### src/rtl/uart_rx_axis.sv
// uart_rx_axis: oversampled UART receiver with error detection feeding an AXI4-Stream FIFO
module uart_rx_axis #(
  parameter int    CLK_FREQ   = 50_000_000,
  parameter int    BAUD       = 115200,
  parameter int    DATA_BITS  = 8,
  parameter string PARITY     = "even",
  parameter int    STOP_BITS  = 1,
  parameter int    OVERSAMPLE = 16,
  parameter int    FIFO_DEPTH = 4
) (
  input  logic                          clk,
  input  logic                          rst,
  input  logic                          rx,
  output logic [DATA_BITS-1:0]          m_axis_tdata,
  output logic                          m_axis_tvalid,
  input  logic                          m_axis_tready,
  output logic                          parity_error,
  output logic                          framing_error,
  output logic                          break_det,
  output logic                          overrun,
  output logic [$clog2(FIFO_DEPTH):0]   fifo_level
);
  localparam int DIV = CLK_FREQ / (BAUD * OVERSAMPLE);
  localparam int TW = DIV > 1 ? $clog2(DIV) : 1;
  localparam int SW = $clog2(OVERSAMPLE);
  localparam int BW = $clog2(DATA_BITS);
  localparam int AW = $clog2(FIFO_DEPTH);
  localparam bit HAS_PAR = PARITY != "none";
  localparam bit ODD = PARITY == "odd";
  localparam logic [SW-1:0] S_LO = SW'(OVERSAMPLE / 2 - 1);
  localparam logic [SW-1:0] S_MD = SW'(OVERSAMPLE / 2);
  localparam logic [SW-1:0] S_HI = SW'(OVERSAMPLE / 2 + 1);
  localparam logic [SW-1:0] S_END = SW'(OVERSAMPLE - 1);
  if (DIV < 1) begin : g_div_chk
    $error("uart_rx_axis: CLK_FREQ too low for BAUD*OVERSAMPLE");
  end
  typedef enum logic [2:0] {IDLE, START, DATA, PAR, STOP, BRK} state_t;
  state_t state, state_n;
  logic [1:0] sync;
  logic [TW-1:0] tick_cnt;
  logic [SW-1:0] s;
  logic [BW-1:0] bc;
  logic [1:0] v;
  logic [DATA_BITS-1:0] data;
  logic p, sbad;
  logic rxs, tick, mid, wrap, vote, sb, pbad, brk, push_req, push_ok, pop, full;
  logic [DATA_BITS-1:0] mem [FIFO_DEPTH];
  logic [AW:0] wr, rd, rd_n;
  assign rxs = sync[1];
  assign tick = tick_cnt == TW'(DIV - 1);
  assign mid = tick && s == S_HI;
  assign wrap = tick && s == S_END;
  assign vote = (v[0] & v[1]) | (rxs & (v[0] | v[1]));
  assign sb = sbad | ~vote;
  assign pbad = HAS_PAR && (p ^ (^data) ^ ODD);
  assign brk = data == '0 && !(HAS_PAR && p) && sb;
  assign pop = m_axis_tvalid && m_axis_tready;
  assign full = fifo_level == (AW+1)'(FIFO_DEPTH);
  assign push_ok = push_req && (!full || pop);
  assign overrun = push_req && full && !pop;
  assign fifo_level = wr - rd;
  assign m_axis_tvalid = fifo_level != '0;
  assign rd_n = rd + (AW+1)'(pop);
  // FSM state register; reset mid-frame simply abandons the frame
  always_ff @(posedge clk or posedge rst)
    if (rst) state <= IDLE;
    else state <= state_n;
  // Next-state and pulse decode; frame verdict is taken at mid-bit of the last stop bit
  always_comb begin
    state_n = state;
    push_req = 1'b0;
    parity_error = 1'b0;
    framing_error = 1'b0;
    break_det = 1'b0;
    case (state)
      IDLE:  state_n = rxs ? IDLE : START;
      START: state_n = (mid && vote) ? IDLE : wrap ? DATA : START;
      DATA:  state_n = (wrap && bc == BW'(DATA_BITS - 1)) ? (HAS_PAR ? PAR : STOP) : DATA;
      PAR:   state_n = wrap ? STOP : PAR;
      STOP:
        if (mid && bc == BW'(STOP_BITS - 1)) begin
          state_n = brk ? BRK : IDLE;
          break_det = brk;
          framing_error = !brk && sb;
          parity_error = !sb && pbad;
          push_req = !sb && !pbad;
        end
      BRK:   state_n = rxs ? IDLE : BRK;
      default: state_n = IDLE;
    endcase
  end
  // Synchroniser, frame-aligned tick/sample counters and bit-level datapath
  always_ff @(posedge clk or posedge rst)
    if (rst) begin
      sync <= 2'b11;
      tick_cnt <= '0;
      s <= '0;
      bc <= '0;
      v <= '0;
      data <= '0;
      p <= 1'b0;
      sbad <= 1'b0;
    end else begin
      sync <= {sync[0], rx};
      if (state == IDLE && !rxs) begin
        tick_cnt <= '0;
        s <= '0;
        bc <= '0;
        sbad <= 1'b0;
      end else begin
        tick_cnt <= tick ? '0 : tick_cnt + 1'b1;
        if (tick) s <= wrap ? '0 : s + 1'b1;
        if (tick && s == S_LO) v[0] <= rxs;
        if (tick && s == S_MD) v[1] <= rxs;
        if (mid && state == DATA) data <= {vote, data[DATA_BITS-1:1]};
        if (mid && state == PAR) p <= vote;
        if (mid && state == STOP) sbad <= sb;
        if (wrap) bc <= state_n != state ? '0 : bc + 1'b1;
      end
    end
  // FIFO storage; contents need no reset since the pointers define validity
  always_ff @(posedge clk)
    if (push_ok) mem[wr[AW-1:0]] <= data;
  // FIFO pointers and registered head word, looking ahead to the post-update head
  always_ff @(posedge clk or posedge rst)
    if (rst) begin
      wr <= '0;
      rd <= '0;
      m_axis_tdata <= '0;
    end else begin
      wr <= wr + (AW+1)'(push_ok);
      rd <= rd_n;
      if (rd_n != wr) m_axis_tdata <= mem[rd_n[AW-1:0]];
      else if (push_ok) m_axis_tdata <= data;
    end
endmodule

### config.mk
export PLATFORM = sky130hd
export DESIGN_NAME = uart_rx_axis
export DESIGN_NICKNAME = d
export VERILOG_FILES = /design/src/rtl/uart_rx_axis.sv
export SDC_FILE = /design/constraint.sdc
export NUM_CORES = 1
export LEC_CHECK = 0
export CORE_MARGIN = 4
export CORE_UTILIZATION = 31
export CTS_CLUSTER_DIAMETER = 120
export CTS_CLUSTER_SIZE = 28
export DETAILED_ROUTE_END_ITERATION = 8
export SETUP_SLACK_MARGIN = 0.3
export SYNTH_ARGS = -nofsm -noshare
export SYNTH_HDL_FRONTEND = slang
export SYNTH_SLANG_ARGS = --single-unit
### constraint.sdc
create_clock -name clk -period 3.4 [get_ports clk]
set_clock_uncertainty 0.05 [all_clocks]
set_input_delay 0.68 -clock clk [delete_from_list [all_inputs] [get_ports clk]]
set_output_delay 0.68 -clock clk [all_outputs]
set_load 0.01 [all_outputs]
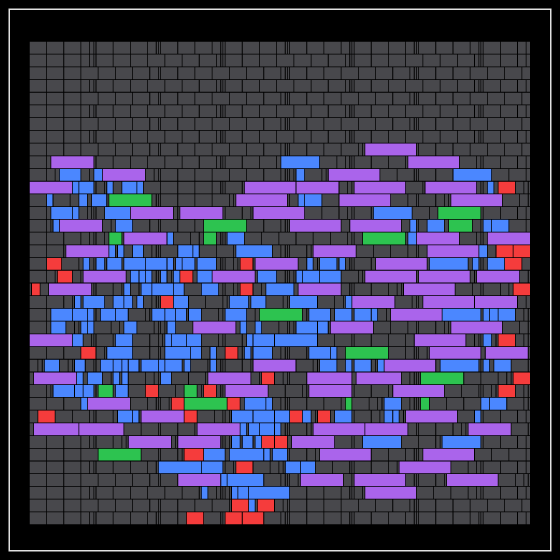
Fig. 1. Cell classes on the final placement (run 1).
Fill, decap, tap and diode cells in gray.
green -> clock drivers and dummy loads  # cells 16
blue -> remaining logic cells  # cells 188
purple -> registers  # cells 75
red -> remaining buffers and delay cells  # cells 35
row cnt: 38
final instance area: 4350 sq um

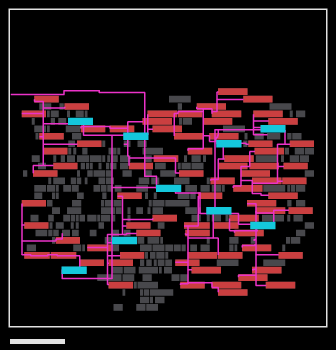
Fig. 2. Clock network drawn from the DEF (run 1).
Scale bar: 20 um.
magenta -> clock wires  # length 1010 um
red -> flip-flops  # count 75
cyan -> clock-net drivers  # count 9
routed clock nets = 10
Clk. pwr: 0.881 mW
Clk network pwr share: 0.368

==> ci_impl_report.md, run 1 <==
### Yosys + OpenROAD results

| Metric | Value |
|---|---|
| Tap cells | 140 |
| FMAX | 334 MHz |
| Final period util | 0.881 |
| Placed insts | 435 |
| Top cell type by instance count after synthesis | dfrtp_1 |
| Max Used Layer | met4 |
| Tightest Pin Transition | 1.05 ns |
| Critical path class | register to output pin |
| Max-area cell share | 0.286 |
| DRT iter0 DRCs | 100 |
| M2 GR Usage | 0.198 |
| Multi-input gates | 164 |
| Worst Path Arrival | 2.27 ns |
| Invs w/o clock | 24 |
| CTS Buf Count | 9 |
| Slew headroom | 0.291 |
| Status | completed |
| Vias per cell | 4.82 |
| P&R area growth vs syn | 21.5% |
| Clock transition at the registers of the reported paths | 0.06 ns |
| Power, Total | 2.39 mW |
| Delay-heaviest family, CP | adder cells |
| Worst VDD drop | 0.293 mV |
| Dominant cell type by area after synthesis | dfrtp_1 |
| Core Footprint | 11100 sq um |
| CP Cell Sequence | inv_1, ha_1, fa_1, xnor3_2, nor4_4, and3_4, clkbuf_2 |
| Total of max-cap violations | 0 |
| Final Hold Viols | 0 |
| Multiplexer share | 0.102 |
| Asr flop ratio synth | 0.573 |
| Top cells excl fill/tap | dfrtp_1 (39), edfxtp_1 (32), inv_1 (23), nand2_1 (22) |
| TritonCTS clock tree | done |
| Max-slew violations | 0 |
| Critical path's largest stage delay | 0.38 ns |
| Late-Pin Clk Latency | 0.34 ns |
| Place WS | 0.164 ns |
| Fin Setup TNS | 0 ns |
| Non-clock buffer share | 0.0707 |
| Synth flops | 75 |
| Antenna-violating nets left | 0 |
| Largest net degree at the start of global routing | 27 |
| Drt pass-1 iters | 4 |
| Post-synthesis cell count | 274 |
| Met1 usage | 0.152 |
| Post-DP HPWL | 4910 um |
| Horiz. Die Dim | 116 um |
| EDFF count, synth | 32 |
| Final GP Congestion | 0.813 |
| Die area | 13300 sq um |
| Synthesis area per yosys | 3580 sq um |
| Xor/xnor share | 0.0520 |
| Worst EP required | 2.67 ns |
| Cell count in the Yosys report | 274 |
| Avg Cell Area, Syn | 13.1 sq um |
| Met1 Wirelength | 3220 um |
| Top Usage Layer GRT | met2 |
| Final #Nets | 331 |
| GRT Util Overall | 0.122 |
| Final worst slack | 0.404 ns |
| Registers | 75 |
| Layout Cells excl Fill | 454 |
| Layout cell share with drive strength beyond 1 | 0.188 |
| Clk buf depth | 2 |
| P_leak | 1.83 nW |
| Power per Cell Area | 550 nW/um^2 |
| Number of remaining DRC errors | 0 |
| Synth Net Count | 296 |
| # IOs | 20 |
| Top cells, area | dfrtp_1 (29%), edfxtp_1 (27%), ha_1 (5.9%) |
| Number of global-route vias before repair | 2317 |
| Fp_density | 0.323 |
| Number of non-clock buffers | 35 |
| Synth Area in Simple Gates | 0.115 |
| Dominant kind of cell | flip-flops and latches |
| # setup viols final | 0 |
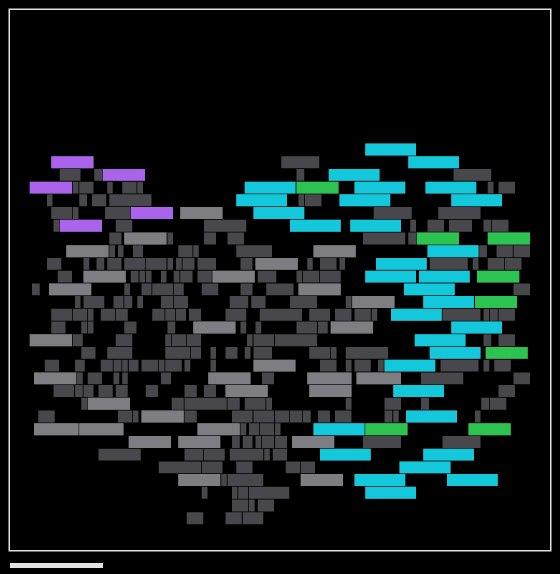
Fig. 3. Register map, names as in the netlist (run 1).
Scale bar: 20 um. Other sequential cells in the stronger gray, the rest of the logic in the fainter gray.
cyan -> mem  # placed flops 32
green -> m_axis_tdata  # placed flops 8, where middle right
purple -> tick_cnt  # placed flops 5
not colored = 30
Seq. pwr: 0.978 mW
Seq/total area: 0.469
FF+latch area: 2040 sq um
Final Util: 0.393

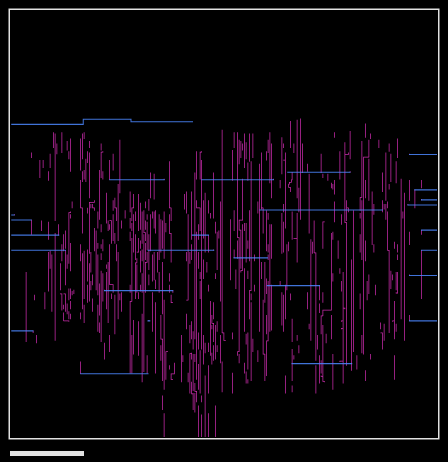
Fig. 4. Wiring by layer (run 1).
Scale bar: 20 um. Two of the layers only.
blue -> M3  # wire length 319 um
magenta -> M2  # wire length 3530 um
Avg WL per Cell: 15.8 um
routed via count: 2188
final wirelength: 7190 um

## run 1: where the power goes
group	switching [mW]	total [mW]	internal, mW
logic	0.286	0.534	0.249
registers	0.0158	0.978	0.962
clock network	0.369	0.881	0.512
total	0.671	2.39	1.72
## run 1: final timing paths
path | startpoint | end | slack (ns) | cells past startpoint
worst max-delay path | wr[0] | overrun | 0.40 | 7
worst min-delay path | sync[0] | sync[1] | 0.30 | 0
worst max register to register | wr[0] | m_axis_tdata[1] | 0.50 | 12
worst min register to register | sync[0] | sync[1] | 0.30 | 0
max in group asynchronous | rst | data[3] | 1.85 | 3
min in group asynchronous | rst | m_axis_tdata[7] | 0.71 | 2
==> run 1 -> run 2 <==
- CORE_UTILIZATION: 31 -> 59
- PLACE_DENSITY: unset -> 0.79
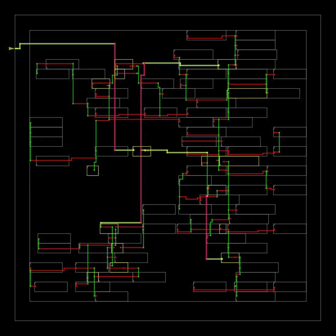
Fig. 5. Clock nets (run 2).
Clk. pwr: 0.762 mW
clock buffer count: 9
Late-Pin Clk Latency: 0.35 ns
registers: 75

==> run 2 against run 1 <==
Against the previous run: wire length is 12% lower; synthesized area stayed put; final area is 3.6% lower; final cell count is 15% lower; largest power group unchanged.
==> ci_impl_report.md, run 2 <==
### Yosys + OpenROAD results

| Metric | Value |
|---|---|
| Status | completed |
| # IOs | 20 (unchanged) |
| Top cells, area | dfrtp_1 (29%), edfxtp_1 (27%), ha_1 (5.9%) |
| Worst path slowest cell | fa_1 |
| Vias per cell | 5.60 (+16%) |
| Cts repair resizes | 12 |
| Final period util | 0.893 (+0.0118) |
| M2 GR Usage | 0.325 (+0.127) |
| Post-synthesis cell count | 274 (unchanged) |
| Antenna-violating nets left | 0 (unchanged) |
| Dominant cell type by area after synthesis | dfrtp_1 |
| Most numerous logic cell after layout | dfrtp_1 |
| Clk buf depth | 2 (unchanged) |
| Row cnt | 28 (-26%) |
| GRT Util Overall | 0.193 (+0.0710) |
| Flop-to-flop setup slack | 0.48 ns (-0.02 ns) |
| Routed via count | 2166 (-1.0%) |
| Comb area leader | simple AND/OR/NAND/NOR gates |
| DRT iter0 DRCs | 104 (+4.0%) |
| Placed insts | 366 (-16%) |
| Ao+oa area frac | 0.0517 |
| Synth flops | 75 (unchanged) |
| Xor/xnor share | 0.0520 (unchanged) |
| Slew headroom | 0.309 (+0.0176) |
| Place WS | 0.180 ns (+0.0153 ns) |
| Worst reg2reg path endpoint | m_axis_tdata[0] |
| Seq. pwr | 0.976 mW (about the same) |
| Cell count in the Yosys report | 274 (unchanged) |
| Logic area | 1450 sq um |
| Power per Cell Area | 535 nW/um^2 (-2.6%) |
| Commonest cells post-synth | dfrtp_1 (41), edfxtp_1 (32), inv_1 (24) |
| Final #Nets | 329 (-0.60%) |
| Worst hold path startpoint | sync[0] |
| Die area | 7380 sq um (-45%) |
| Final wirelength | 6310 um (-12%) |
| Ant. Diodes | 0 |
| Crit path depth | 7 (unchanged) |
| Commonest flop | dfrtp_1 |
| FMAX | 329 MHz (-1.3%) |
| Clk network pwr share | 0.339 (-0.029) |
| Synth unique cells | 49 |
| Number of global-route vias before repair | 2204 (-4.9%) |
| Post-DP HPWL | 4460 um (-9.2%) |
| Hold Path Sink | sync[1] |
| Delay-heaviest family, CP | adder cells |
| CTS Buf Count | 9 (unchanged) |
| Tightest Pin Transition | 1.03 ns (-0.0261 ns) |
| Hold Buf Count CTS | 0 |
| Gate power share | 0.226 (+0.003) |
| CTS sink cnt | 75 |
| Final GP Congestion | 0.816 (+0.47%) |
| Worst Path Arrival | 2.31 ns (+0.04 ns) |
| Largest net degree at the start of global routing | 23 (-15%) |
| Layout cell share with drive strength beyond 1 | 0.189 (+0.00120) |
| CP endpoint kind | output pin |
| Critical path class | register to output pin |
| Fin Setup TNS | 0 ns (unchanged) |
| Reg power frac | 0.434 (+0.026) |
| Max-slew violations | 0 (unchanged) |
| Critical Path Fanout Max | 3 |
| Power Combinational | 0.508 mW (-4.9%) |
| Power, Total | 2.25 mW (-6.1%) |
| Number of remaining DRC errors | 0 (unchanged) |
| Synth Area in Simple Gates | 0.115 (unchanged) |
| Final Hold Viols | 0 (unchanged) |
| Buffers & Inverters on Critical Path | 3 |
| Switching Fraction | 0.280 (-0.000326) |
| Remaining global-route overflow | 0 |
| Yosys warnings | 0 |
| CP Cell Sequence | inv_1, ha_1, fa_1, inv_2, nor4_4, and3_4, clkbuf_2 |
| Final worst slack | 0.364 ns (-0.0400 ns) |
| Adder share | 0.0705 |
| Asr flop ratio synth | 0.573 (unchanged) |
| Met1 usage | 0.243 (+0.0906) |
| Avg WL per Cell | 16.3 um (+3.0%) |
| Total of max-cap violations | 0 (unchanged) |
| Multiplexer share | 0.102 (unchanged) |
| Dpl cell area | 3890 sq um |
| Die height | 85.9 um |
| Top cells excl fill/tap | dfrtp_1 (39), edfxtp_1 (32), inv_1 (22), nand2_1 (22) |
| Horiz. Die Dim | 85.9 um (-26%) |
| Buffer count from post-CTS setup fixing | 2 |
| Worst Hold Class | register to register |
| Core Footprint | 5920 sq um (-47%) |
| Worst setup endpoint | overrun |
| P&R area growth vs syn | 17.1% |
| Seq share, synth | 0.569 |
| TritonCTS clock tree | done |
| Number of buffers added on ports | 19 |
| Post-Syn Area | 3580 sq um |
| Fp_density | 0.605 (+0.282) |
| P_leak | 1.80 nW (-1.3%) |
| FF+latch area | 2040 sq um (unchanged) |
| RSZ-0062 raised after global routing | true |
| Worst EP required | 2.67 ns (about the same) |
| FILL cells | 411 |
| Max-area cell share | 0.286 (unchanged) |
| Max power group | registers |
| Final instance area | 4200 sq um (-3.6%) |
| # setup viols final | 0 (unchanged) |
| EDFF count, synth | 32 (unchanged) |
| Layout Cells excl Fill | 387 (-15%) |
| Synthesis area per yosys | 3580 sq um (unchanged) |
| Critical path's largest stage delay | 0.53 ns (+0.15 ns) |
| Top cell type by instance count after synthesis | dfrtp_1 |
| Drt pass-1 iters | 4 (unchanged) |
| Reg-to-Reg Start | wr[0] |
| Critical path startpoint | wr[0] |
| Worst VDD drop | 0.386 mV (+32%) |
| Synth Net Count | 296 (unchanged) |
| P_int | 1.62 mW (-6.1%) |
| Hold path depth | 0 (unchanged) |
| Global Route met3 Usage | 0.0500 |
| R2R depth | 12 (unchanged) |
| Top Usage Layer GRT | met2 |
| Avg Cell Area, Syn | 13.1 sq um (unchanged) |
| Hold slack | 0.302 ns |
| NetSw | 0.629 mW (-6.2%) |
| Final Util | 0.709 (+0.316) |
| Clock transition at the registers of the reported paths | 0.08 ns (+0.02 ns) |
-- run 2: cell types whose count changed in the layout (fill, tap and decap cells not counted), sizes merged, moves of 2 or more --
cell	previous run	this run
buf	16	14
bufinv	0	2
clkinvlp	3	1
dlygate4sd2	3	1
-- run 2: layer usage --
metal	vias up	wire, um
met2	38	3190
met3	7	232
met5	-	0
li1	1046	-
met1	1075	2790
met4	0	93
-- run 2: layout make-up --
type                            count  area share
Clock buffer                        9      0.0295
Multi-Input combinational cell    164       0.346
Tap cell                           75      0.0224
Clock inverter                      7      0.0236
Sequential cell                    75       0.487
Inverter                           24      0.0215
Timing Repair Buffer               33      0.0701
-- run 2: cell families after synthesis --
group | count (synthesis)
flops | 75
xor+xnor | 17
mux | 26
simple gates | 75
fa+ha+maj | 20
compound gates | 26
buf+inv | 35
Fig. 6: run 2, register map, names as in the netlist
Scale bar: 20 um. Other sequential cells in the stronger gray, the rest of the logic in the fainter gray.
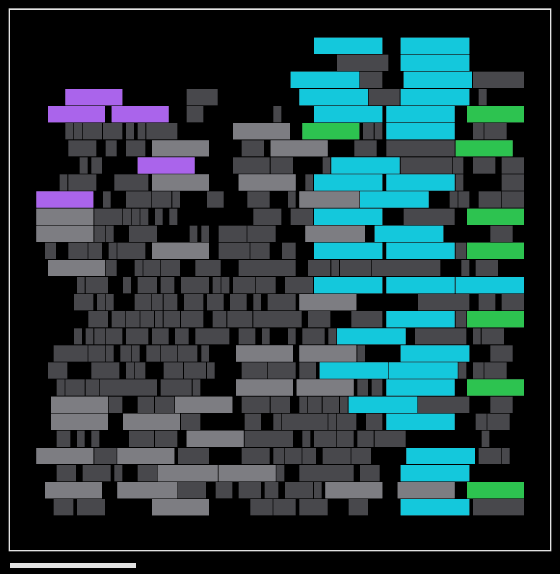

==> run 2 -> run 3 <==
--- a/config.mk
+++ b/config.mk
@@ -14,2 +14,3 @@
 export SETUP_SLACK_MARGIN = 0.3
+export SKIP_LAST_GASP = 1
 export SYNTH_ARGS = -nofsm -noshare
==> constraint.sdc (replaced) <==
create_clock -name clk -period 3.4 [get_ports clk]
set_clock_uncertainty 0.05 [all_clocks]
set_input_delay 1.02 -clock clk [delete_from_list [all_inputs] [get_ports clk]]
set_output_delay 1.02 -clock clk [all_outputs]
set_load 0.01 [all_outputs]
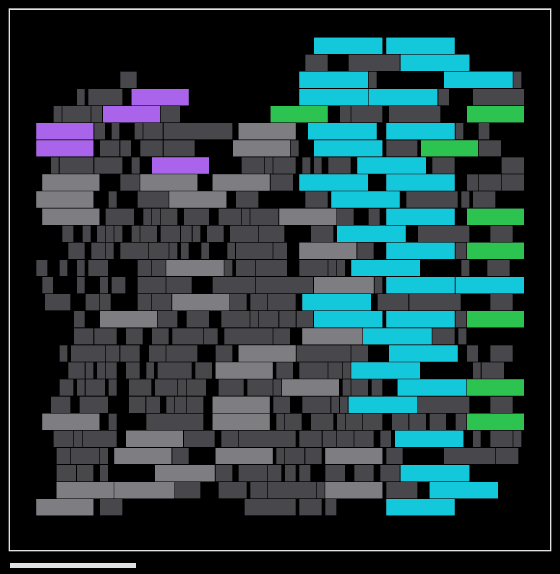
Fig. 7. Register map, names as in the netlist (run 3).
Scale bar: 20 um. Other sequential cells in the stronger gray, the rest of the logic in the fainter gray.
Seq/total area: 0.473
Final Util: 0.730

==> run 3 against run 2 <==
Against the previous run: core utilization grew 2.1 points; worst hold slack gained 0.0054 ns; synthesized area is the same; final cell count grew 4.7%; first-iteration DRC count grew 16%; setup slack lost 0.26 ns; synthesized cell count is the same; largest cell class unchanged; largest power group unchanged.
==> ci_impl_report.md, run 3 <==
### Yosys + OpenROAD results

| Metric | Value |
|---|---|
| Post-synthesis cell count | 274 (unchanged) |
| Top cells, area | dfrtp_1 (29%), edfxtp_1 (27%), ha_1 (5.9%) |
| # setup viols final | 0 (unchanged) |
| Critical path startpoint | rd[0] |
| Reg-to-Reg Start | rd[0] |
| Multi-input gates | 164 (unchanged) |
| Seq share, synth | 0.569 (unchanged) |
| Worst VDD drop | 0.368 mV (-4.7%) |
| Power per Cell Area | 511 nW/um^2 (-4.6%) |
| Synth Net Count | 296 (unchanged) |
| Power, Total | 2.21 mW (-1.8%) |
| Metal3 WL | 266 um (+15%) |
| RSZ-0062 raised after global routing | true |
| Logic share of the area | 0.345 (-0.00182) |
| Top Usage Layer GRT | met2 |
| Core Footprint | 5920 sq um (unchanged) |
| Synthesis area per yosys | 3580 sq um (unchanged) |
| Synth unique cells | 49 (unchanged) |
| DRT iter0 DRCs | 121 (+16%) |
| Number of non-clock buffers | 51 (+55%) |
| Final #Nets | 347 (+5.5%) |
| Final instance area | 4320 sq um (+3.0%) |
| Late-Pin Clk Latency | 0.35 ns (about the same) |
| Post-DP HPWL | 4860 um (+9.1%) |
| Die height | 85.9 um (unchanged) |
| Status | completed |
| Worst setup endpoint | overrun |
| Top cell type by instance count after synthesis | dfrtp_1 |
| Dpl cell area | 3990 sq um (+2.7%) |
| Adder share | 0.0705 (unchanged) |
| Final Hold Viols | 0 (unchanged) |
| CP Cell Sequence | ha_4, fa_2, inv_2, nor4_4, and3_4, buf_6 |
| Dominant kind of cell | flip-flops and latches |
| Multiplexer share | 0.102 (unchanged) |
| Logic area | 1490 sq um (+2.4%) |
| TritonCTS clock tree | done |
| Invs w/o clock | 24 (unchanged) |
| Critical path's largest stage delay | 0.54 ns (about the same) |
| Asr flop ratio synth | 0.573 (unchanged) |
| Yosys warnings | 0 (unchanged) |
| Commonest cells post-synth | dfrtp_1 (41), edfxtp_1 (32), inv_1 (24) |
| Layout cell share with drive strength beyond 1 | 0.264 (+0.0745) |
| Worst hold path startpoint | sync[0] |
| Avg WL per Cell | 16.9 um (+3.6%) |
| Slew headroom | 0.309 (about the same) |
| CTS Buf Count | 9 (unchanged) |
| Vias per cell | 5.64 (+0.72%) |
| CTS sink cnt | 75 (unchanged) |
| Fin Setup TNS | 0 ns (unchanged) |
| Hold Buf Count CTS | 0 (unchanged) |
| R2R depth | 12 (unchanged) |
| Max Used Layer | met4 |
| Horiz. Die Dim | 85.9 um (unchanged) |
| Post-Syn Area | 3580 sq um (unchanged) |
| Ant. Diodes | 0 (unchanged) |
| Total of max-cap violations | 0 (unchanged) |
| Worst reg2reg path endpoint | m_axis_tdata[4] |
| Synth flops | 75 (unchanged) |
| Place WS | -0.394 ns (-0.573 ns) |
| Met1 usage | 0.250 (+0.00708) |
## run 3: cell counts after synthesis
No cell type changed its count.
## run 3: how the worst min path moves through the flow
stage,to,slack [ns]
after global routing,sync[1],0.31
after detailed placement,sync[1],0.30
after CTS,sync[1],0.31
after floorplan,sync[1],0.30
after global placement,sync[1],0.30
final,sync[1],0.31
## run 3: timing repair
item | 4_1_cts | 5_1_grt
setup buffers | 4 | 5
endpoints found under the setup margin | 7 | 7
pin swaps | 5 | 5
gates resized | 38 | 11
## run 3: power by group
| part | total (mW) | leakage (nW) | switching [mW] | internal (mW) |
|---|---|---|---|---|
| Sequential | 0.978 | 0.929 | 0.0179 | 0.960 |
| Combinational | 0.565 | 0.841 | 0.286 | 0.279 |
| Clock | 0.664 | 0.101 | 0.328 | 0.336 |
| Total | 2.21 | 1.87 | 0.632 | 1.58 |
Power figures rest on the tool's default switching activity, not on a simulated workload.
